==> images/final_clocks.png <==
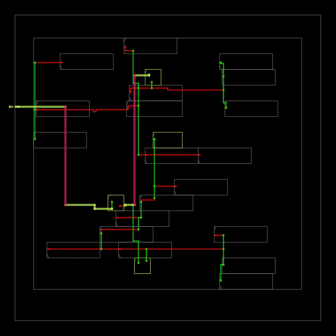
==> images/gate_families.png <==
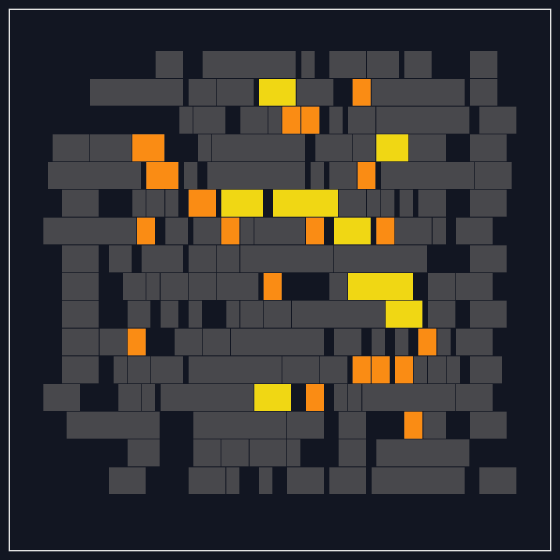
===== src/rtl/sr_ff_bank.sv =====
// Bank of clocked set/reset flip-flops with compile-time s=r=1 resolution,
// per-channel change pulses, sticky conflict flags and a saturating conflict counter.
module sr_ff_bank #(
  parameter int unsigned     WIDTH = 4,
  parameter int unsigned     MODE  = 0,
  parameter int unsigned     CNT_W = 8,
  parameter logic [WIDTH-1:0] INIT = '0
) (
  input  logic             clk,
  input  logic             rst,
  input  logic             en,
  input  logic [WIDTH-1:0] s,
  input  logic [WIDTH-1:0] r,
  input  logic             clr_conflict,
  output logic [WIDTH-1:0] q,
  output logic [WIDTH-1:0] qbar,
  output logic [WIDTH-1:0] chg,
  output logic [WIDTH-1:0] conflict,
  output logic [CNT_W-1:0] conflict_cnt
);

  // Out-of-range modes fold onto hold.
  localparam int unsigned ModeEff = (MODE > 3) ? 0 : MODE;
  localparam logic [CNT_W-1:0] CntMax = '1;

  logic [WIDTH-1:0] q_q, q_d;
  logic [WIDTH-1:0] chg_q, chg_d;
  logic [WIDTH-1:0] conflict_q, conflict_d;
  logic [CNT_W-1:0] cnt_q, cnt_d;

  logic [WIDTH-1:0] both;
  logic [WIDTH-1:0] q_both;
  logic [WIDTH-1:0] q_sr;

  assign both = s & r;

  always_comb begin
    q_both = q_q;
    case (ModeEff)
      1:       q_both = '1;
      2:       q_both = '0;
      3:       q_both = ~q_q;
      default: q_both = q_q;
    endcase
  end

  // Non-conflicting channels: set wins over hold, reset wins over hold.
  assign q_sr = (q_q | s) & ~r;

  always_comb begin
    q_d        = q_q;
    chg_d      = '0;
    conflict_d = clr_conflict ? '0 : conflict_q;
    cnt_d      = clr_conflict ? '0 : cnt_q;
    if (en) begin
      q_d        = (both & q_both) | (~both & q_sr);
      chg_d      = q_d ^ q_q;
      conflict_d = conflict_d | both;
      // A clear on the same edge is applied first so the new event is counted.
      if (|both && (cnt_d != CntMax)) begin
        cnt_d = cnt_d + 1'b1;
      end
    end
  end

  always_ff @(posedge clk or posedge rst) begin
    if (rst) begin
      q_q        <= INIT;
      chg_q      <= '0;
      conflict_q <= '0;
      cnt_q      <= '0;
    end else begin
      q_q        <= q_d;
      chg_q      <= chg_d;
      conflict_q <= conflict_d;
      cnt_q      <= cnt_d;
    end
  end

  assign q            = q_q;
  assign qbar         = ~q_q;
  assign chg          = chg_q;
  assign conflict     = conflict_q;
  assign conflict_cnt = cnt_q;

endmodule


===== config.mk =====
export PLATFORM = sky130hd
export DESIGN_NAME = sr_ff_bank
export DESIGN_NICKNAME = d
export VERILOG_FILES = /design/src/rtl/sr_ff_bank.sv
export SDC_FILE = /design/constraint.sdc
export NUM_CORES = 1
export LEC_CHECK = 0
export CORE_MARGIN = 3
export CORE_UTILIZATION = 45
export CTS_BUF_LIST = sky130_fd_sc_hd__clkbuf_2 sky130_fd_sc_hd__clkbuf_4 sky130_fd_sc_hd__clkbuf_8
export CTS_CLUSTER_SIZE = 10
export DETAILED_ROUTE_END_ITERATION = 12
export GPL_TIMING_DRIVEN = 1
export PLACE_DENSITY = 0.9
export RECOVER_POWER = 100
export SLEW_MARGIN = 0
export SYNTH_ARGS = -nofsm -noshare
export SYNTH_HDL_FRONTEND = slang
export SYNTH_SLANG_ARGS = --single-unit

===== constraint.sdc =====
create_clock -name clk -period 1.7 [get_ports clk]
set_input_delay 0.34 -clock clk [delete_from_list [all_inputs] [get_ports clk]]
set_output_delay 0.34 -clock clk [all_outputs]
set_load 0.01 [all_outputs]

==> changes_impl.md <==
### Physical design

- YS chip area: just under 1000 µm²
- Distinct lib cells used: 27
- Synth Area per Inst: 10.0 µm²
- TritonRoute pass-1 iters: 4
- 1st-iter DRT viols: 26
- Synth Area in Simple Gates: about 18%
- Routing usage on met1: 26.5%
- Tool Warnings: 26
- Minimum clock period: 1.65 ns
- Port Buf Inserts: 35
- Ant diodes: 0
- Total vias in the final route: roughly 970
- Xor and xnor area share after synthesis: 2.65%
- Drt wl/cell: 13.8 µm
- Psw: 295 µW
- Setup WS post-layout: about 0.045 ns
- Detailed Route WL: 2560 µm
- P per Cell Area: slightly above 700 nW/µm²
- Comb pwr share: 26.2%
- CP max-delay cell: dlygate4sd3_1
- Ports: 36
- Status: complete, no violations
- Most Crowded Layer GR: met2
- Post-detail-place hpwl: ~2000 µm
- # setup viols final: 0
- DRC: 0
- Total global routing overflow: 0
- Via density: 5.25
- Adder Share, Synth: 0%
- Chip Area: 2800 µm²
- H-tree levels: 1
- Clk sink count: 20
- Hold Crit Class: flip-flop to flip-flop
- Largest net degree at the start of global routing: 21
- Sw Ratio: between 20% and 30%
- Slew headroom: 29.3%
- Delay-heaviest family, CP: buffers and inverters
- Std-Cell Rows: 16
- Top logic family: AND-OR/OR-AND gates
- Slowest stage delay, CP: 0.61 ns
- Worst endpoint required time: 1.36 ns
- Max cap viols: 0
- Antenna violations before repair: 0
- Int Power: 795 µW
- Synth Seq Share: 50.4%
- Registers, synthesis: 20
- Crit path cell chain: dlygate4sd3_1
- Sequential share of power: between 40 and 50%
- First-pass GRT wire length: 4530 µm
- TNS Setup: 0 ns
- Most frequent cells in the layout: 23 x clkdlybuf4s50_1, 19 x dfrtp_1, 19 x buf_4, 12 x a21oi_1
- CTS Root Buffer Type: clkbuf_4
- Achievable Freq: just over 600 MHz
- Die width: between 50 and 60 µm
- Element type at the critical path end: primary output
- P_leak: 0.000721 µW
- Fin. max-slew vios: 0
- Final Hold Vio Count: 0
- WP data arrival: 1.31 ns
- Critical path class: flip-flop to primary output
- Final antenna-violating net count: 0
- CTS tree: yes
- Fin crit share: 97.4%
- Synth warnings: 0
- Clock Power Share: 25.3%
Back to the opening pictures, final_clocks.png:
Worst Skew: 0.00652 ns
clock group total power: 276 µW
Late-Pin Clk Latency: 0.30 ns
CTS Buf Count: 3
# clk buffers: 4

Back to the opening pictures, gate_families.png:
Key: orange = inverting AOI/OAI gates [cells 19, most used a21oi_1]; yellow = AND-OR and OR-AND gates [cells 8, most used a32o_1]
Non-Filler Instances: 185
fraction of area in multi-input gates: 27.8%
most frequent logic cell in the layout: clkdlybuf4s50_1

## metal layers
layer,vias to the layer above,wire [µm]
li1,468,-
met1,456,1020
met2,42,1330
met3,6,155
met4,0,58
met5,-,0
## power groups by stage
stage / Clock [µW] / Combinational (µW) / Sequential (µW)
after floorplan: 0 / 92.1 / 557
after global placement: 0 / 266 / 543
after detailed placement: 0 / 277 / 546
after CTS: 288 / 286 / 532
after global routing: 311 / 312 / 533
final: 276 / 285 / 529
## timing repair
| item | CTS | global route |
|---|---|---|
| endpoints found under the hold margin | 0 | 0 |
| resized | 2 | 1 |
| endpoints found under the setup margin | 4 | 4 |
| buffers inserted | 2 | 3 |
## final cells by class
class                      instances  area [µm²]  area share (%)
clock buffer                       4        36.3            2.35
tap                               27        33.8            2.19
inverter                          10        37.5            2.43
multi-input combinational         67         429            27.8
sequential                        20         502            32.5
timing repair buffer              57         505            32.7
## synthesized netlist by cell type, drive strengths merged
cell | instances | area share (%)
a22o | 3 | 4.4
o2111a | 1 | 1.1
clkbuf | 1 | 0.38
or3 | 2 | 1.3
o41ai | 1 | 0.88
nand2 | 9 | 3.4
o31ai | 1 | 0.76
nand4 | 1 | 0.63
nand3 | 4 | 2.0
or4 | 1 | 0.76
dfrtp | 20 | 50
xnor2 | 3 | 2.6
nor2b | 5 | 3.4
buf | 1 | 0.76
a32o | 4 | 4.0
nor2 | 8 | 3.0
a21oi | 12 | 6.1
o21ai | 4 | 3.2
o311ai | 1 | 0.88
nand3b | 2 | 1.5
mux2 | 2 | 2.3
inv | 10 | 3.8
and4 | 1 | 1.1
and3 | 2 | 1.3
## stage by stage
step / std cells / util (%) / power [µW] / hold slack, ns / area [µm²]
after floorplan: 99 / - / 650 / 0.304 / 992
after global placement: 176 / 73.8 / 809 / 0.478 / 1490
after detailed placement: 176 / 73.8 / 822 / 0.481 / 1490
after CTS: 182 / 76.2 / 1110 / 0.340 / 1540
after global routing: 185 / 76.4 / 1160 / 0.540 / 1540
final: 185 / 76.4 / 1090 / 0.498 / 1540
## logic make-up after synthesis
kind of cell	Yosys count
compound gates	27
xor+xnor	3
buf+inv	12
flops	20
mux	2
simple gates	35
## path summary, 6_finish.rpt
kind,start,to,slack (ns),cells after the start
max,conflict_cnt[0]$_DFF_PP0_,conflict_cnt[0],0.05,1
min,conflict[2]$_DFF_PP0_,conflict[2]$_DFF_PP0_,0.50,1
max reg2reg,conflict_cnt[0]$_DFF_PP0_,conflict_cnt[1]$_DFF_PP0_,0.18,5
min reg2reg,conflict[2]$_DFF_PP0_,conflict[2]$_DFF_PP0_,0.50,1
max in group asynchronous,rst,conflict_cnt[1]$_DFF_PP0_,0.35,3
min in group asynchronous,rst,conflict_cnt[6]$_DFF_PP0_,0.65,3
## registers in the layout, indices dropped and copies added, names as in the netlist
| signal | count |
|---|---|
| conflict_cnt | 8 |
| chg | 4 |
| conflict | 4 |
| q | 4 |
Power is estimated from default activity; no workload was simulated.
